==> config.mk <==
export PLATFORM = sky130hd
export DESIGN_NAME = cafe_order_scheduler
export DESIGN_NICKNAME = d
export VERILOG_FILES = /design/src/rtl/cafe_order_scheduler.sv
export SDC_FILE = /design/constraint.sdc
export NUM_CORES = 1
export LEC_CHECK = 0
export CORE_MARGIN = 2
export CORE_UTILIZATION = 51
export CTS_BUF_LIST = sky130_fd_sc_hd__clkbuf_4 sky130_fd_sc_hd__clkbuf_8
export DETAILED_ROUTE_END_ITERATION = 10
export PLACE_DENSITY_LB_ADDON = 0.1
export RECOVER_POWER = 100
export SYNTH_ARGS = -nofsm -noshare
export SYNTH_HDL_FRONTEND = slang
export SYNTH_SLANG_ARGS = --single-unit
==> constraint.sdc <==
create_clock -name clock_i -period 3 [get_ports clock_i]
set_input_delay 0.3 -clock clock_i [delete_from_list [all_inputs] [get_ports clock_i]]
set_output_delay 0.3 -clock clock_i [all_outputs]
set_load 0.02 [all_outputs]
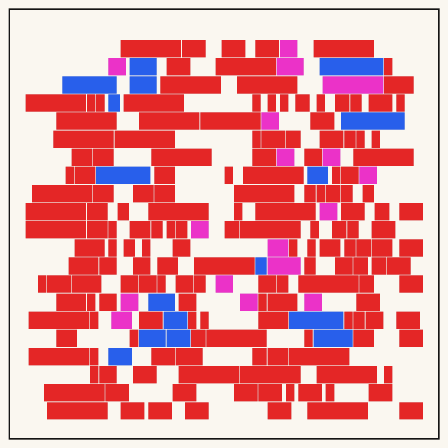
**Above:** drive-strength map.
colour	size	cells
blue	drive 2	16
red	drive 1 or less	171
magenta	drive 3 to 4	17
final cell area excluding filler cells: 2270 um2
area overhead of the layout relative to synthesis: 22.40%
post-layout worst setup margin: 0.1800 ns

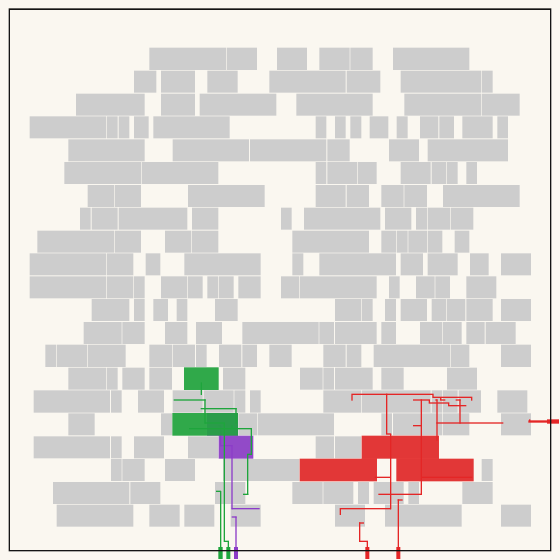
**Above:** nets reached from selected ports.
colour	port	bits	direction	edge	end cells	buffers	wire
green	size_b_i	2	input	bottom	3	2	54.7 um
red	queue_count_o	3	output	2 bottom, 1 right	3	3	97.5 um
purple	req_b_i	1	input	bottom	2	1	18.7 um
buffers added on ports: 24
num ports: 25

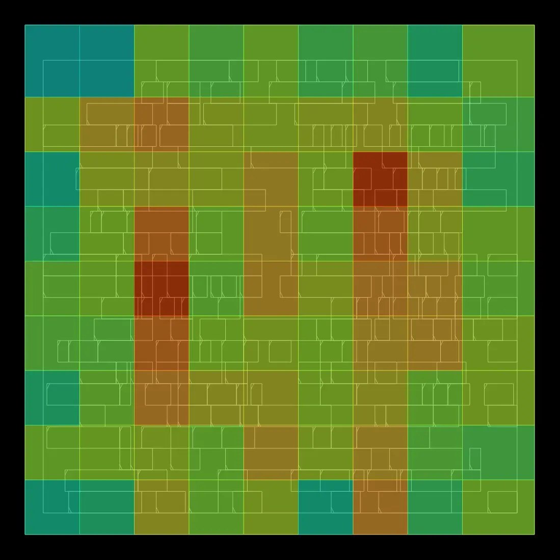
**Above:** congestion heat map.
utilization of the core after routing: 66.45%
average detailed-routed wire length per instance: 14.56 um
met1 Resource Use GR: 24.42%
Global Route Usage Sum: 20.05%

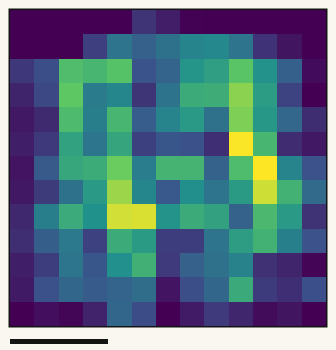
**Above:** routed metal per tile.
The bar under the picture is 20 um long. 13 x 13 tiles, from dark purple (low) to yellow (high), scaled to the fullest tile. Values are wire area over tile area, all layers added.
nearly empty tiles	12%
fullest tile	0.41
mean over tiles	0.14
tiles over half the peak	28%
via total after detailed routing: 1,364
total detailed-routing wirelength: 3.641 mm

==> impl_metrics.py <==
# Auto-generated metrics
metrics = {
    "power_and_ir_drop": {
        "power_frac_clock_pct": 11.4,
        "power.static_leakage_nw": 1.026,
        "report.power.total_mw": 2.232,
        "power_per_unit_of_standard_cell_area_nw_per_um2": 983.6,
        "power_report.internal_total_mw": 1.330,
        "vdd.ir_drop.worst_mv": 0.4826,
        "net-switching-power_mw": 0.9026,
        "pwr-share-seq_pct": 37.7,
        "comb_cell_power_mw": 1.14,
        "p_seq_mw": 0.842,
    },
    "yosys": {
        "post_synth_inst_count": 164,
        "synth_warnings": 0,
        "most_common_cell": "sky130_fd_sc_hd__dfrtp_1",
        "synth-edff-count": 0,
        "numSynthFlops": 36,
        "synth_top_flop_cell": "sky130_fd_sc_hd__dfrtp_1",
        "syn-num-nets": 185,
        "asyncSetResetFlopFracSynth_pct": 100.0,
        "synth_cell_types": 48,
        "avgSynthCellArea_um2": 11.31,
        "synth.area.top_cells": "sky130_fd_sc_hd__dfrtp_1, sky130_fd_sc_hd__ha_1, sky130_fd_sc_hd__a2bb2oi_1",
        "synth_stat.cells": 164,
        "synth-seq-area-share_pct": 48.58,
        "synth.cells.most_frequent": "sky130_fd_sc_hd__dfrtp_1, sky130_fd_sc_hd__nand2_1, sky130_fd_sc_hd__nor2_1, sky130_fd_sc_hd__inv_1",
    },
    "clocking": {
        "clock_tree_from_tritoncts": "done",
        "tritoncts.num_buffers": 5,
        "clock_insertion_delay_worst_skew_ns": 0.34,
        "ctsHoldBuffers": 0,
        "clk_sinks": 36,
        "clkTransAtPathRegs_ns": 0.11,
    },
    "final_layout": {
        "antennaDiodeCount": 0,
        "nNetsFinal": 224,
        "post_route_cells_drive_above_1_share_pct": 16.18,
        "nFillCells": 289,
        "largest_register_ff_count": 8,
    },
    "worst_hold_path": {
        "holdCritPathClass": "reg -> reg",
        "cells_on_worst_hold_path": 1,
    },
    "setup_path": {
        "worst_setup_path_start_kind": "flop",
        "worst-setup-path-type": "reg -> reg",
        "critical_path.top_delay_family": "adder cells",
        "rr_worst_depth": 13,
        "critical_path_buf_inv_count": 2,
        "critical_path.endpoint_type": "flop",
        "timing.critical_path.slowest_stage_cell": "sky130_fd_sc_hd__dfrtp_2",
        "crit_chain": "ha_4 > a311o_1 > a211o_1 > and2_4 > nand2b_4 > ha_1 > inv_1 > ha_1 > inv_1 > fa_2 > xnor2_2 > xnor2_1 > nor2_1",
        "crit_required_ns": 3.24,
        "timing.critical_path.arrival_ns": 3.06,
    },
    "outcome": {
        "failed_checks": "max-capacitance violations, max-slew violations",
        "status": "finished with violations",
    },
    "die": {
        "fp_util_pct": 54.29,
        "coreArea_um2": 3416,
        "fp_rows": 21,
        "dieHeight_um": 64.30,
    },
    "route": {
        "final_antenna_net_count": 0,
        "post_drt_via_cell_ratio": 5.456,
    },
    "sta": {
        "max_clock_freq_mhz": 354.6,
        "tightestPinTransition_ns": 1.902,
        "fin_hold_ws_ns": 0.5092,
        "headroom_to_the_max_slew_limit_pct": -26.80,
        "finalCritPeriodShare_pct": 94.00,
        "timing.final.hold_violations": 0,
        "skew_ns": 0.01271,
        "setup_violations": 0,
        "setup-tns-final_ns": 0,
        "unrepaired_setup_endpoints_after_global_routing": "no",
        "timing_max_transition_violations_final": 37,
    },
    "place": {
        "post_dp_cell_area_um2": 2197,
        "dp.cells": 239,
        "detailed_place_hpwl_mm": 2.690,
    },
    "global_route": {
        "grt_first_pass_wirelength_mm": 6.285,
        "grt_max_degree": 37,
        "grt-ovfl-total": 0,
        "via_count_of_the_first_global_routing_pass": 1399,
    },
    "flow_run": {
        "timing.max_cap.violations": 1,
        "tool_warnings": 31,
    },
}
==> per-layer routing <==
layer	track usage (%)	up-vias	part of all wire, %
met5	0	-	0
met4	7.447	0	1.6
met3	5.986	6	3.1
met2	33.59	19	50
met1	24.42	663	46
li1	-	676	-
==> cell usage in the layout (no fill, tap or decap), drive strengths merged, types with 2 or more instances in the layout <==
| cell | n |
|---|---|
| o21ai | 4 |
| nand2 | 12 |
| nor2b | 2 |
| clkdlybuf4s50 | 10 |
| buf | 7 |
| clkbuf | 11 |
| nor3 | 4 |
| dfrtp | 36 |
| xnor2 | 4 |
| inv | 9 |
| nand3b | 2 |
| a21bo | 2 |
| nand4 | 3 |
| a21boi | 4 |
| nand2b | 4 |
| nor2 | 11 |
| o21a | 2 |
| ha | 8 |
| and3 | 2 |
| mux2i | 7 |
| a21oi | 7 |
| dlygate4sd3 | 14 |
| a2bb2oi | 8 |
| mux4 | 2 |
| clkinv | 3 |
| a211oi | 3 |
| mux2 | 4 |
==> final cells by class <==
class	count	area, um2	area share, %
tap	46	57.56	2.536
inverter	9	33.78	1.488
clock buffer	5	37.54	1.654
multi-input combinational	114	903.4	39.80
timing repair buffer	37	315.3	13.89
sequential	36	903.4	39.80
clock inverter	3	18.77	0.8269
==> logic make-up (layout without fill, tap and decap cells) <==
family | Yosys count | after routing | synth area share [%]
DFF | 36 | 36 | 48.58
muxes | 13 | 13 | 8.637
adders and majority gates | 9 | 9 | 6.478
and+or+nand+nor | 47 | 47 | 13.83
buffers and inverters | 14 | 54 | 3.441
xor gates and xnor gates | 5 | 5 | 2.362
AOI/OAI and AO/OA | 40 | 40 | 16.67
==> timing repair <==
item                       CTS  global route
setup endpoints to repair    0             1
resized                      0             7
buffers inserted             0             3
Power is estimated from default activity; no workload was simulated.
